===== config.mk =====
export PLATFORM = sky130hd
export DESIGN_NAME = clock_phase_gen
export DESIGN_NICKNAME = d
export VERILOG_FILES = /design/src/rtl/clock_phase_gen.sv
export SDC_FILE = /design/constraint.sdc
export NUM_CORES = 1
export LEC_CHECK = 0
export CAP_MARGIN = 20
export CORE_UTILIZATION = 49
export DETAILED_ROUTE_END_ITERATION = 7
export GPL_TIMING_DRIVEN = 1
export PLACE_DENSITY = 0.78
export SETUP_SLACK_MARGIN = 0.02
export SLEW_MARGIN = 20
export SYNTH_ARGS = -nofsm -noshare
export SYNTH_HDL_FRONTEND = slang
export SYNTH_SLANG_ARGS = --single-unit

===== constraint.sdc =====
create_clock -name clock -period 2.4 [get_ports clock]
set_clock_uncertainty 0.05 [all_clocks]
set_input_delay 0.48 -clock clock [delete_from_list [all_inputs] [get_ports clock]]
set_output_delay 0.48 -clock clock [all_outputs]
set_load 0.005 [all_outputs]

===== src/rtl/clock_phase_gen.sv =====
// clock_phase_gen: phase-aligned clock enables, core reset stretch and
// run/halt control at instruction boundaries for the processor top level.
// Optional single-step support is compiled in with `define CLOCK_PHASE_GEN_STEP_EN.
//
// state   | meaning
// --------+-----------------------------------------------------------
// HOLD    | core reset stretched after board reset, enables off
// HALTED  | idle at an instruction boundary, phase held at 0
// RUN     | free-running instructions, PHASES cycles each
// STEP    | exactly one instruction, then back to HALTED (optional)
module clock_phase_gen #(
  parameter int PHASES   = 4,
  parameter int RST_HOLD = 8,
  parameter int CYC_W    = 32
) (
  input  logic                      clock,
  input  logic                      reset,
  input  logic                      run_req,
  input  logic                      halt_req,
  input  logic                      step_req,
  output logic                      core_reset,
  output logic                      imem_clk_en,
  output logic                      dmem_clk_en,
  output logic                      regfile_clk_en,
  output logic                      proc_clk_en,
  output logic [$clog2(PHASES)-1:0] phase,
  output logic                      running,
  output logic [CYC_W-1:0]          tick_count,
  output logic                      step_ack
);

  localparam int PW = $clog2(PHASES);
  localparam int HW = (RST_HOLD > 1) ? $clog2(RST_HOLD) : 1;
  localparam logic [PW-1:0] LAST_PHASE = PW'(PHASES - 1);

  typedef enum logic [1:0] {
    S_HOLD   = 2'd0,
    S_HALTED = 2'd1,
    S_RUN    = 2'd2
`ifdef CLOCK_PHASE_GEN_STEP_EN
    ,S_STEP  = 2'd3
`endif
  } state_t;

  state_t           state_q, state_d;
  logic [HW-1:0]    hold_q, hold_d;
  logic [PW-1:0]    phase_q, phase_d;
  logic [CYC_W-1:0] tick_q, tick_d;
  logic             pend_q, pend_d;
  logic             step_ack_q, step_ack_d;
  logic             active;
  logic             last_phase;

`ifndef CLOCK_PHASE_GEN_STEP_EN
  // Single-step is compiled out; the input is kept so both builds share one port list.
  logic unused_step_req;
  assign unused_step_req = step_req;
`endif

  // State registers with synchronous reset; reset overrides everything.
  always_ff @(posedge clock) begin
    if (reset) begin
      state_q    <= S_HOLD;
      hold_q     <= HW'(RST_HOLD - 1);
      phase_q    <= '0;
      tick_q     <= '0;
      pend_q     <= 1'b0;
      step_ack_q <= 1'b0;
    end else begin
      state_q    <= state_d;
      hold_q     <= hold_d;
      phase_q    <= phase_d;
      tick_q     <= tick_d;
      pend_q     <= pend_d;
      step_ack_q <= step_ack_d;
    end
  end

  // Next-state logic and enable decode from state and phase.
  always_comb begin
    state_d    = state_q;
    hold_d     = hold_q;
    phase_d    = phase_q;
    tick_d     = tick_q;
    pend_d     = pend_q;
    step_ack_d = 1'b0;

    active = (state_q == S_RUN);
`ifdef CLOCK_PHASE_GEN_STEP_EN
    if (state_q == S_STEP) active = 1'b1;
`endif
    last_phase = (phase_q == LAST_PHASE);

    core_reset     = (state_q == S_HOLD);
    imem_clk_en    = active;
    dmem_clk_en    = active & phase_q[0];
    proc_clk_en    = active & last_phase;
    regfile_clk_en = active & last_phase;
    running        = active;

    if (proc_clk_en) tick_d = tick_q + CYC_W'(1);

    case (state_q)
      S_HOLD: begin
        if (hold_q == '0) state_d = S_HALTED;
        else              hold_d  = hold_q - HW'(1);
      end
      S_HALTED: begin
        phase_d = '0;
        pend_d  = 1'b0;
        if (run_req && !halt_req) state_d = S_RUN;
`ifdef CLOCK_PHASE_GEN_STEP_EN
        else if (step_req && !run_req && !halt_req) state_d = S_STEP;
`endif
      end
      S_RUN: begin
        // PHASES is a power of two, so the increment wraps to 0 by itself.
        phase_d = phase_q + PW'(1);
        if (last_phase) begin
          // Halt requests seen in this instruction take effect only at its end.
          if (pend_q || halt_req || !run_req) begin
            state_d = S_HALTED;
            phase_d = '0;
            pend_d  = 1'b0;
          end
        end else if (halt_req || !run_req) begin
          pend_d = 1'b1;
        end
      end
`ifdef CLOCK_PHASE_GEN_STEP_EN
      S_STEP: begin
        phase_d = phase_q + PW'(1);
        if (last_phase) begin
          state_d    = S_HALTED;
          phase_d    = '0;
          step_ack_d = 1'b1;
        end
      end
`endif
      default: state_d = S_HOLD;
    endcase
  end

  assign phase      = phase_q;
  assign tick_count = tick_q;
  assign step_ack   = step_ack_q;

endmodule


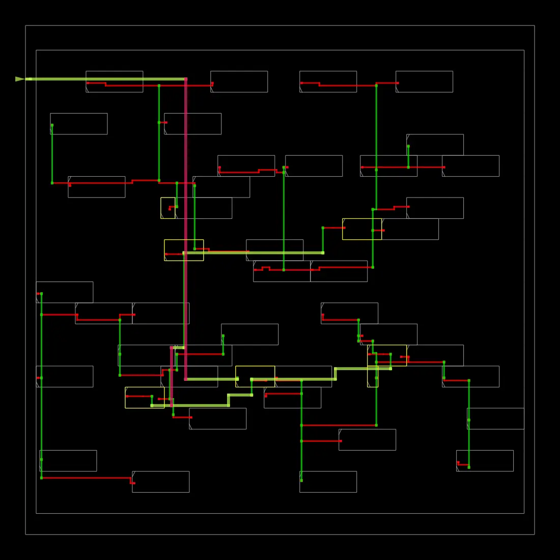
*Clock nets*
CTS Buf Count: 5
CLK BUF: 6
P_clk: 418 uW
clk_lat worst skew: 0.29 ns

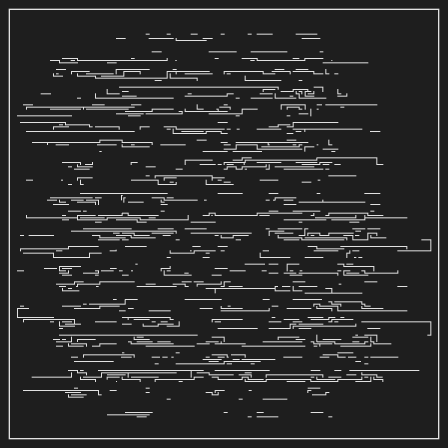
*The metal 1 layer*
nets with wire on the layer: 249
share of all routed wire: 46%
longest straight run: 24.4 um
main direction: horizontal
wire length on this layer: 1810 um
met1 Use GR: 22.7%
WL final: 3910 um
DR vias: 1748

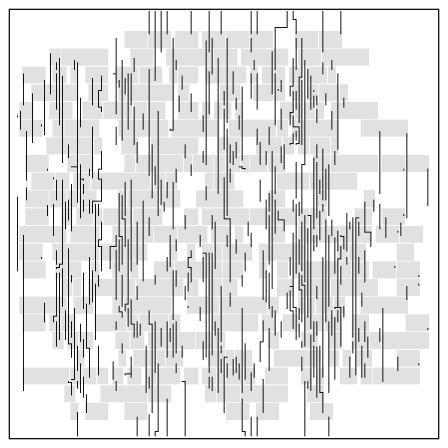
*Signal wires on met2*
Cells faint in the background.
wire length on this layer: 1870 um
share of all routed wire: 48%
longest straight run: 24.1 um
M2 GR Usage: 32.7%

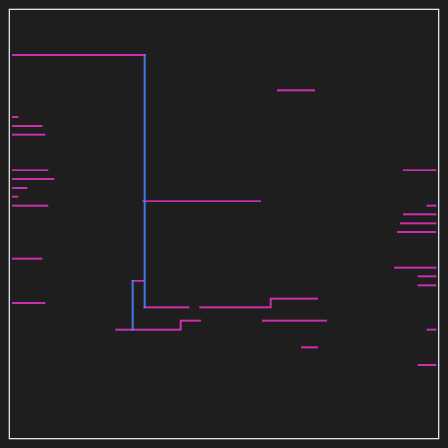
*Wiring by layer*
Two of the layers only.
legend:
  M3:
    colour: magenta
    wire_length: 173 um
  M4:
    colour: blue
    wire_length: 46.2 um
gr usage total: 19.5%
routed len/inst: 12.3 um

==> results.toml <==
# physical design summary
[yosys]
ys_seq_share_pct = 40.2
synth_warnings = 0
synth_cell_types = 36
synthDominantCellAreaShare_pct = 40.2
syn_inst = 230
synthTopCellsByArea = "dfxtp_1 (40%), a21oi_1 (6.3%), ha_1 (5.7%), or4_1 (5.3%), xnor2_1 (4.8%)"
syn-cell-area_sq_um = 1990
fp_nets = 244
ys_area_sq_um = 1990
edf_count = 0
yosys_register_bits = 40
ys_cells = 230
syn_avg_cell_area_sq_um = 8.66
top_area_cell = "dfxtp_1"
async_flop_share_pct = 0
synthFlopType = "dfxtp_1"

[grt]
grt_pass1_wl_um = 6400
overflow = 0
grt_pass1_vias = 1500
grt_start_max_net_pins = 41
antenna_found_initial = 0

[clock_network]
cts_tree = "yes"
cts_setup_buffers = 0
clkTransAtPathRegs_ns = 0.07
root_buffer = "clkbuf_8"
clk_path_buf_depth = 2
h-tree-depth = 2
cts_sinks = 40

[final_timing]
slew_headroom_pct = 62.5
fin_crit_ns = 2.29
setup_viol = 0
fmax_mhz = 437
rsz0062_at_grt = "false"
fin_crit_sh_pct = 95.4
fin_ws_ns = 0.110
tns_ns = 0
slew_violations = 0
tightest_slew_ns = 0.562
hold_viol = 0

[worst_setup_path]
critPathLaunch = "state_q[0]$_SDFFE_PP0P_"
r2r-end = "tick_count[27]$_SDFFE_PP0P_"
start_kind = "flop"
cp.required_ns = 1.87
path_max_fanout = 6
path_cells = "inv_1 -> ha_4 -> buf_4 -> and2_4 -> clkdlybuf4s50_1"
r2r-start = "phase[0]$_SDFFE_PP0P_"
r2r_slack_ns = 0.18
cp_slowest_cell = "clkdlybuf4s50_1"
end_kind = "output port"
cp-endpoint = "proc_clk_en"
r2r_cells = 5
cpPeakStageDelay_ns = 0.50
cp.arrival_ns = 1.76
setup.worst_path.class = "flop to output port"

[placed_design]
place_congestion = 0.793
post-place-ws_ns = 0.0959
dp_hpwl_um = 2620
port_buffers = 43

[layout]
fillCellCount = 321
final_nets = 283
drive_gt1_share_pct = 7.81
logic_area_sq_um = 1080
layout.area.seq_sq_um = 801
num_antenna_cells = 0
post-route-util_pct = 67.2
area_growth_pct = 27.2

[floorplanning]
chip_area_sq_um = 4320
die_h_um = 65.7
core_area_sq_um = 3770
fp_util_pct = 52.8
ios = 46
fp.dieW_um = 65.7
rows = 22

[hold_path]
hold_end = "hold_q[1]$_SDFFE_PP1P_"
whs_path_depth = 1
hp-class = "flop to flop"
worstHoldStart = "hold_q[1]$_SDFFE_PP1P_"

[pwr]
peakVddDrop_mv = 0.433
power.density_nw_per_um2 = 549
leakage_nw = 0.813

[job]
tool_warnings = 31
drv_cap = 0

[route]
vias_per_cell = 5.51
firstDrtPassIters = 4
drc = 0
ant_nets = 0
drtIter0Drc = 125

[status]
run_status = "completed"
-- cells in the mapped netlist, drive strengths merged (2+ instances only) --
| cell | number |
|---|---|
| or2 | 2 |
| o21ai | 10 |
| ha | 9 |
| nand2b | 5 |
| nand2 | 7 |
| nand4 | 5 |
| nor3 | 5 |
| o31ai | 12 |
| a21oi | 25 |
| and2 | 2 |
| clkbuf | 10 |
| a211o | 2 |
| dfxtp | 40 |
| xnor2 | 11 |
| or3 | 9 |
| inv | 14 |
| nor4 | 2 |
| nor2 | 16 |
| buf | 5 |
| or4 | 15 |
| and4 | 2 |
| nand3 | 12 |
-- sequential cells by signal (all words and copies together), names as in the netlist --
register	flops
pend_q	1
phase	2
hold_q	3
state_q	2
tick_count	32
-- critical path, delay by kind of cell (launching register included) --
kind / cells / cell delay, ns
flops: 1 / 0.36
fa+ha+maj: 1 / 0.18
buf+inv: 3 / 0.77
simple gates: 1 / 0.16
-- report_power, final --
group | switching (mW) | internal [mW] | total, mW | leakage (nW)
clock | 0.221 | 0.198 | 0.418 | 0.0410
combinational | 0.124 | 0.123 | 0.246 | 0.449
sequential | 0.0235 | 0.702 | 0.725 | 0.323
-- metal layers --
layer | GRT usage [%] | share of wire (%) | vias to the layer above
met2 | 32.7 | 48 | 34
met3 | 5.90 | 4.4 | 4
met1 | 22.7 | 46 | 813
met4 | 8.15 | 1.2 | 0
met5 | 0 | 0 | -
li1 | - | - | 897
-- logic make-up after synthesis --
kind of cell,after synthesis,synth area share (%)
compound gates,52,15.5
xor+xnor,12,5.28
fa+ha+maj,9,5.66
buf+inv,29,6.60
flops,40,40.2
mux,1,0.503
other cells,1,0.188
simple gates,86,26.1
-- cell type report --
type,count,area share (%)
timing repair buffer,47,18.2
clock buffer,6,2.87
inverter,14,2.08
tap,48,2.37
sequential,40,31.6
clock inverter,1,0.198
multi-input combinational,161,42.7
-- per-stage QoR --
step | std cells | power, mW | cell area (sq um) | hold slack [ns]
6_report | 317 | 1.39 | 2530 | 0.415
5_1_grt | 317 | 1.48 | 2530 | 0.436
4_1_cts | 317 | 1.40 | 2510 | 0.418
3_5_place_dp | 310 | 0.982 | 2430 | 0.401
3_3_place_gp | 310 | 0.975 | 2430 | 0.395
2_1_floorplan | 230 | 0.922 | 1990 | 0.385
-- what timing repair did --
action                                  4_1_cts  5_1_grt
gates resized                                 2        3
pin swaps                                     0        1
cloned                                        0        0
hold buffers                                  0        0
endpoints found under the setup margin        2       13
hold endpoints to repair                      0        0
-- layout by cell type (no fill, tap or decap), types with 2 or more instances in the layout --
cell             netlist  layout
and4_1                 2       2
or4_1                 14      14
nand2b_1               5       5
clkdlybuf4s50_1        0      43
clkbuf_8               0       5
xnor2_1               11      11
nand3_1               11      10
or2_2                  2       2
a211o_1                2       2
o31ai_1               12      12
nand4_1                4       4
inv_1                 14      14
buf_4                  4       4
or3_1                  9       9
nand2_1                7       7
a21oi_1               25      25
nor3_1                 5       5
dfxtp_1               40      40
nor2_1                16      16
nor4_1                 2       2
ha_1                   9       7
o21ai_0               10      10
No activity file was given, so power comes from the tool's default toggle rates.
